--- src/rtl/int_muldiv_pkg.sv ---
// Shared encodings and constants for the RV32M multiply/divide sequencer.
package int_muldiv_pkg;

  localparam logic [2:0] F3_MUL    = 3'b000;
  localparam logic [2:0] F3_MULH   = 3'b001;
  localparam logic [2:0] F3_MULHSU = 3'b010;
  localparam logic [2:0] F3_MULHU  = 3'b011;
  localparam logic [2:0] F3_DIV    = 3'b100;
  localparam logic [2:0] F3_DIVU   = 3'b101;
  localparam logic [2:0] F3_REM    = 3'b110;
  localparam logic [2:0] F3_REMU   = 3'b111;

  typedef enum logic [2:0] {
    ST_IDLE,
    ST_PREP,
    ST_ITER,
    ST_FIX,
    ST_DONE
  } state_t;

  localparam logic [4:0]  CNT_RELOAD    = 5'd31;
  localparam logic [31:0] DIV_ZERO_QUOT = 32'hFFFF_FFFF;
  localparam logic [31:0] DIV_OVF_QUOT  = 32'h8000_0000;

endpackage

--- src/rtl/int_muldiv_dp.sv ---
// Datapath for the multiply/divide sequencer: 64-bit accumulator, shared
// 33-bit adder/subtractor, one-bit shifter and the sign-fixup negators.
// Optional INT_MULDIV_FAST_MUL_EN adds a single-cycle 33x33 signed multiplier.
module int_muldiv_dp
  import int_muldiv_pkg::*;
(
  input  logic        clk,
  input  logic        reset,
  input  logic        load,
  input  logic        step,
  input  logic        div_mode,
  input  logic [31:0] mag_a,
  input  logic [31:0] mag_b,
`ifdef INT_MULDIV_FAST_MUL_EN
  input  logic [32:0] fast_a,
  input  logic [32:0] fast_b,
`endif
  input  logic        neg_prod,
  input  logic        neg_quot,
  input  logic        neg_rem,
  output logic [63:0] product,
  output logic [31:0] quotient,
  output logic [31:0] remainder
);

  logic [63:0] acc_q, acc_d;
  logic [31:0] operand_q;
  logic [32:0] add_a, add_b, add_sum;

`ifdef INT_MULDIV_FAST_MUL_EN
  logic signed [65:0] fast_prod;
  assign fast_prod = $signed(fast_a) * $signed(fast_b);
`endif

  // One iteration step: shift-add for multiply, restoring trial-subtract for divide
  always_comb begin
    add_a   = div_mode ? acc_q[63:31] : {1'b0, acc_q[63:32]};
    add_b   = {1'b0, operand_q};
    add_sum = add_a + (div_mode ? ~add_b : add_b) + {32'd0, div_mode};
    if (div_mode) begin
      acc_d = add_sum[32] ? {acc_q[62:31], acc_q[30:0], 1'b0}
                          : {add_sum[31:0], acc_q[30:0], 1'b1};
    end else begin
      acc_d = acc_q[0] ? {add_sum, acc_q[31:1]} : {1'b0, acc_q[63:1]};
    end
  end

  // Accumulator and fixed operand (multiplicand or divisor) registers
  always_ff @(posedge clk) begin
    if (reset) begin
      acc_q     <= 64'd0;
      operand_q <= 32'd0;
    end else if (load) begin
`ifdef INT_MULDIV_FAST_MUL_EN
      if (!div_mode) begin
        acc_q     <= fast_prod[63:0];
        operand_q <= mag_a;
      end else
`endif
      begin
        acc_q     <= div_mode ? {32'd0, mag_a} : {32'd0, mag_b};
        operand_q <= div_mode ? mag_b : mag_a;
      end
    end else if (step) begin
      acc_q <= acc_d;
    end
  end

  // Sign fixup: quotient sits in the low half, remainder in the high half
  always_comb begin
    product   = neg_prod ? (64'd0 - acc_q) : acc_q;
    quotient  = neg_quot ? (32'd0 - acc_q[31:0]) : acc_q[31:0];
    remainder = neg_rem  ? (32'd0 - acc_q[63:32]) : acc_q[63:32];
  end

endmodule

--- src/rtl/int_muldiv_seq.sv ---
// RV32M multi-cycle multiply/divide sequencer: FSM, iteration counter,
// special-case detection and result register.
// Optional INT_MULDIV_FAST_MUL_EN: multiplies complete via PREP->FIX->DONE.
module int_muldiv_seq
  import int_muldiv_pkg::*;
(
  input  logic        clk,
  input  logic        reset,
  input  logic        start,
  input  logic [2:0]  func3,
  input  logic [31:0] op1,
  input  logic [31:0] op2,
  input  logic        flush,
  output logic        busy,
  output logic        done,
  output logic [31:0] result
);

  state_t      state_q, state_d;
  logic [31:0] op1_q, op2_q;
  logic [2:0]  func3_q;
  logic [4:0]  cnt_q;
  logic [31:0] result_q, result_d;
  logic        take_op, result_en, dp_load, dp_step;

  logic        is_div, signed1, signed2, sign1, sign2, div_zero, div_ovf;
  logic [31:0] mag1, mag2, special_val, fix_val;
  logic        neg_prod;
  logic [63:0] product;
  logic [31:0] quotient, remainder;

  // Operand signedness, magnitudes, special cases and output selection
  always_comb begin
    is_div   = func3_q[2];
    signed1  = (func3_q == F3_MULH) || (func3_q == F3_MULHSU) ||
               (func3_q == F3_DIV)  || (func3_q == F3_REM);
    signed2  = (func3_q == F3_MULH) || (func3_q == F3_DIV) || (func3_q == F3_REM);
    sign1    = signed1 & op1_q[31];
    sign2    = signed2 & op2_q[31];
    mag1     = sign1 ? (32'd0 - op1_q) : op1_q;
    mag2     = sign2 ? (32'd0 - op2_q) : op2_q;
    div_zero = is_div && (op2_q == 32'd0);
    div_ovf  = ((func3_q == F3_DIV) || (func3_q == F3_REM)) &&
               (op1_q == DIV_OVF_QUOT) && (op2_q == DIV_ZERO_QUOT);
    if (div_zero) begin
      special_val = func3_q[1] ? op1_q : DIV_ZERO_QUOT;
    end else begin
      special_val = func3_q[1] ? 32'd0 : DIV_OVF_QUOT;
    end
    case (func3_q)
      F3_MUL:                        fix_val = product[31:0];
      F3_MULH, F3_MULHSU, F3_MULHU:  fix_val = product[63:32];
      F3_DIV, F3_DIVU:               fix_val = quotient;
      default:                       fix_val = remainder;
    endcase
`ifdef INT_MULDIV_FAST_MUL_EN
    neg_prod = 1'b0;
`else
    neg_prod = sign1 ^ sign2;
`endif
  end

  int_muldiv_dp u_dp (
    .clk       (clk),
    .reset     (reset),
    .load      (dp_load),
    .step      (dp_step),
    .div_mode  (is_div),
    .mag_a     (mag1),
    .mag_b     (mag2),
`ifdef INT_MULDIV_FAST_MUL_EN
    .fast_a    ({sign1, op1_q}),
    .fast_b    ({sign2, op2_q}),
`endif
    .neg_prod  (neg_prod),
    .neg_quot  (sign1 ^ sign2),
    .neg_rem   (sign1),
    .product   (product),
    .quotient  (quotient),
    .remainder (remainder)
  );

  // Next-state and control decode; flush overrides everything
  always_comb begin
    state_d   = state_q;
    take_op   = 1'b0;
    dp_load   = 1'b0;
    dp_step   = 1'b0;
    result_en = 1'b0;
    result_d  = result_q;
    case (state_q)
      ST_IDLE: begin
        if (start) begin
          take_op = 1'b1;
          state_d = ST_PREP;
        end
      end
      ST_PREP: begin
        dp_load = 1'b1;
        if (div_zero || div_ovf) begin
          result_en = 1'b1;
          result_d  = special_val;
          state_d   = ST_DONE;
        end
`ifdef INT_MULDIV_FAST_MUL_EN
        else if (!is_div) begin
          state_d = ST_FIX;
        end
`endif
        else begin
          state_d = ST_ITER;
        end
      end
      ST_ITER: begin
        dp_step = 1'b1;
        if (cnt_q == 5'd0) state_d = ST_FIX;
      end
      ST_FIX: begin
        result_en = 1'b1;
        result_d  = fix_val;
        state_d   = ST_DONE;
      end
      ST_DONE: begin
        if (start) begin
          take_op = 1'b1;
          state_d = ST_PREP;
        end else begin
          state_d = ST_IDLE;
        end
      end
      default: state_d = ST_IDLE;
    endcase
    if (flush) begin
      state_d   = ST_IDLE;
      take_op   = 1'b0;
      dp_load   = 1'b0;
      dp_step   = 1'b0;
      result_en = 1'b0;
    end
  end

  // State register
  always_ff @(posedge clk) begin
    if (reset) state_q <= ST_IDLE;
    else       state_q <= state_d;
  end

  // Capture the request so later input changes cannot disturb the operation
  always_ff @(posedge clk) begin
    if (reset) begin
      op1_q   <= 32'd0;
      op2_q   <= 32'd0;
      func3_q <= 3'd0;
    end else if (take_op) begin
      op1_q   <= op1;
      op2_q   <= op2;
      func3_q <= func3;
    end
  end

  // Iteration counter: 31 down to 0 gives 32 steps
  always_ff @(posedge clk) begin
    if (reset)        cnt_q <= 5'd0;
    else if (dp_load) cnt_q <= CNT_RELOAD;
    else if (dp_step) cnt_q <= cnt_q - 5'd1;
  end

  // Result register, held until the next completed operation
  always_ff @(posedge clk) begin
    if (reset)          result_q <= 32'd0;
    else if (result_en) result_q <= result_d;
  end

  assign busy   = (state_q == ST_PREP) || (state_q == ST_ITER) || (state_q == ST_FIX);
  assign done   = (state_q == ST_DONE);
  assign result = result_q;

endmodule

--- config.mk ---
export PLATFORM = sky130hd
export DESIGN_NAME = int_muldiv_seq
export DESIGN_NICKNAME = d
export VERILOG_FILES = /design/src/rtl/int_muldiv_pkg.sv /design/src/rtl/int_muldiv_dp.sv /design/src/rtl/int_muldiv_seq.sv
export SDC_FILE = /design/constraint.sdc
export NUM_CORES = 1
export LEC_CHECK = 0
export CAP_MARGIN = 10
export CORE_MARGIN = 2
export CORE_UTILIZATION = 40
export CTS_BUF_LIST = sky130_fd_sc_hd__clkbuf_16
export DETAILED_ROUTE_END_ITERATION = 8
export GPL_ROUTABILITY_DRIVEN = 0
export PLACE_DENSITY = 0.63
export SYNTH_ARGS = -nofsm -noshare
export SYNTH_HDL_FRONTEND = slang
export SYNTH_SLANG_ARGS = --single-unit
--- constraint.sdc ---
create_clock -name clk -period 5.2 [get_ports clk]
set_input_delay 1.04 -clock clk [delete_from_list [all_inputs] [get_ports clk]]
set_output_delay 1.04 -clock clk [all_outputs]
set_load 0.01 [all_outputs]
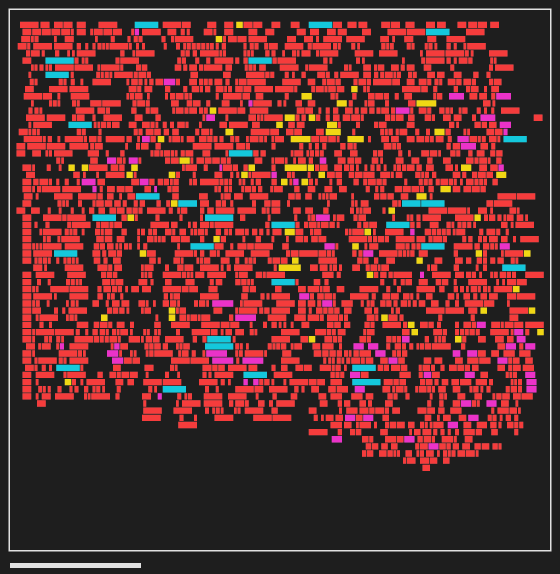
Figure 1: drive-strength map.
Bar = 50 um.
| colour | size | cells |
|---|---|---|
| red | x1 and smaller | 2,051 |
| cyan | x6 and larger | 29 |
| yellow | x3 and x4 | 62 |
| magenta | x2 | 73 |
final standard cell area without fillers: 18,400 um^2
Final WS setup: 641 ps

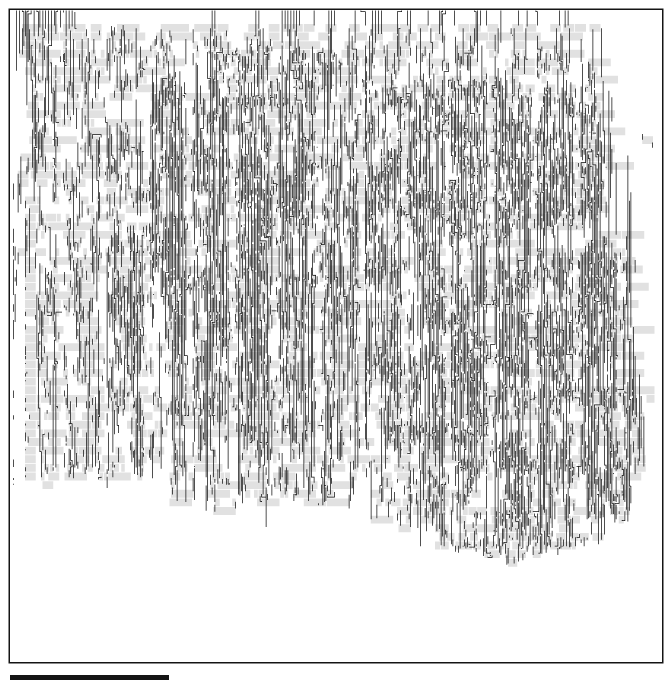
Figure 2: signal wires on met2.
Bar = 50 um. Cells faint in the background.
longest straight run: 81.3 um
main direction: vertical
nets with wire on the layer: 1,835

==> summary.txt <==
Notes on the flow run.

- Adding up every negative setup slack in the final design gives 0 ps.
- The proportion of cell area occupied by registers is 22.2%, for reference.
- The clock sink count is 203, for reference.
- Internal power comes to 0.00287 W.
- Per report_power, the sequential group accounts for 40.3% of the total.
- The row count is 73, for reference.
- The layout contains a multi-input combinational cell count of 1,792.
- Counting buffers and inverters, the worst setup path is 11 cells deep.
- The startpoint of the worst setup timing path is func3_q[2], for reference.
- After synthesis the cells add up to 16,300 um^2.
- In the global route stage, met3 resource usage came out at 5.35%.
- The number of tap cells added at floorplan is 525, for reference.
- The register area is 4070 um^2, for reference.
- The worst-case register-to-register setup slack is 640 ps, for reference.
- The worst supply voltage drop on vdd is 0.223 mV, for reference.
- The combined area of the multi-input logic cells is 11,400 um^2, for reference.
- The total placed instance area is 17,600 um^2, for reference.
- The die outline area is 42,300 um^2, for reference.
- Synthesis produced a netlist with a net count of 2,325.
- Pins over their slew limit in the final report were tallied at 0.
- Listed in order, past its start point the critical path passes mux2_2, ha_1, a21o_1, a21o_1, a21oi_1, a41oi_1, o21ai_2, buf_4, nand2_1, mux2_1, a221o_1.
- For this design, the CTS-stage hold fixing added 0 buffers.
- Per the post-run analysis, buffers plus inverters along the critical path come to 1.
- The total power density per cell area is 226 nW/um^2, for reference.
- The flip-flop and latch count after synthesis is 203, for reference.
- The fraction of final cell area spent on non-clock buffers in this run is 7.53%.
- The run finished with clean final reports.
- The clock latency on the worst-skew pair is 570 ps, for reference.
- The worst reg2reg path endpoint is u_dp.acc_q[45], for reference.
- The post-layout total power is 0.00416 W, for reference.
- The vias per cell is 6.25, for reference.
- The number of search-and-repair iterations in the first detailed-routing pass is 6, for reference.
- The cell with the largest stage delay on the worst path is dfxtp_4, for reference.
- The sequential power is 0.00168 W, for reference.
- Per the layout report, the design carries 31 non-clock inverters.
- After global routing the overflow that remains totals 0.
- The sequential-to-total area share from yosys stat is 25.0%, for reference.
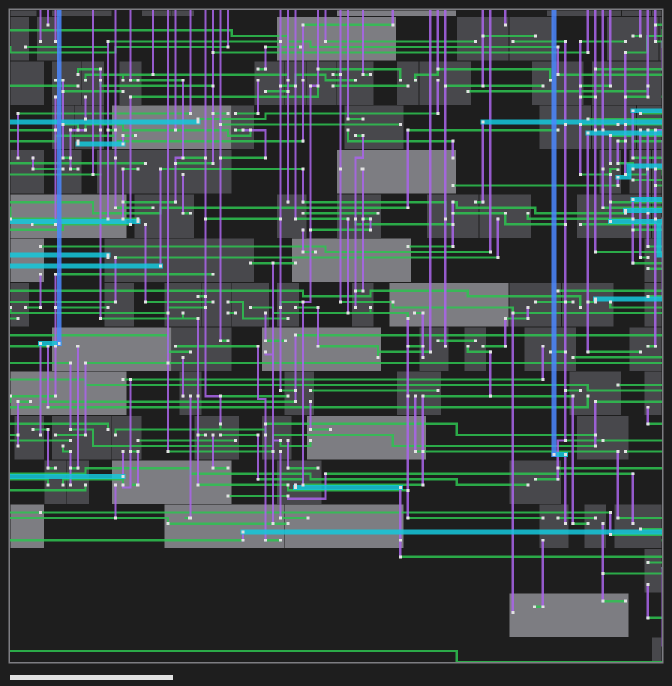
Figure 3: zoomed window.
Bar = 10 um. Region (83, 42) to (123, 82) um. Cells in grey, sequential cells in the stronger grey; small squares are vias.
| colour | layer |
|---|---|
| blue | M4 |
| purple | M2 |
| green | M1 |
| cyan | M3 |
cells with their middle in the window: 79
netlist names of flops here include: u_dp.operand_q (11), u_dp.acc_q (3)
sequential cells in the window: 14
most frequent: xor2_1 (15), dfxtp_1 (14), nor2_1 (10)

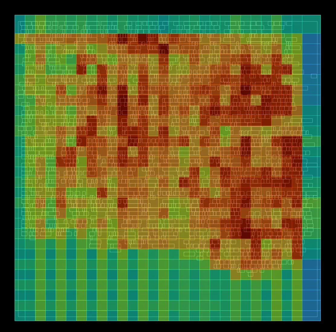
Figure 4: congestion heat map.
GR met1 Demand/Resource: 40.8%
share of the core filled with cells: 46.0%

==> kinds of logic after synthesis <==
family | Yosys count | share of synthesized area [%]
buffers and inverters | 220 | 5.32
AND-OR/OR-AND | 709 | 27.7
flip-flops | 203 | 25.0
XOR/XNOR | 201 | 10.8
multiplexers | 86 | 5.91
AND/OR/NAND/NOR | 757 | 22.1
adder cells (fa/ha/maj) | 39 | 3.05
==> per-layer routing <==
metal | routed length (um) | up-vias | part of all wire [%]
li1 | - | 7982 | -
met1 | 26700 | 8027 | 43
met2 | 26300 | 966 | 42
met3 | 6650 | 152 | 11
met4 | 2790 | 0 | 4.5
met5 | 0 | - | 0
==> flip-flops by register name (all words and copies together), names as in the netlist <==
name,count
u_dp.acc_q,64
op1_q,32
op2_q,32
result,32
u_dp.operand_q,32
cnt_q,5
func3_q,3
state_q,3
No activity file was given, so power comes from the tool's default toggle rates.
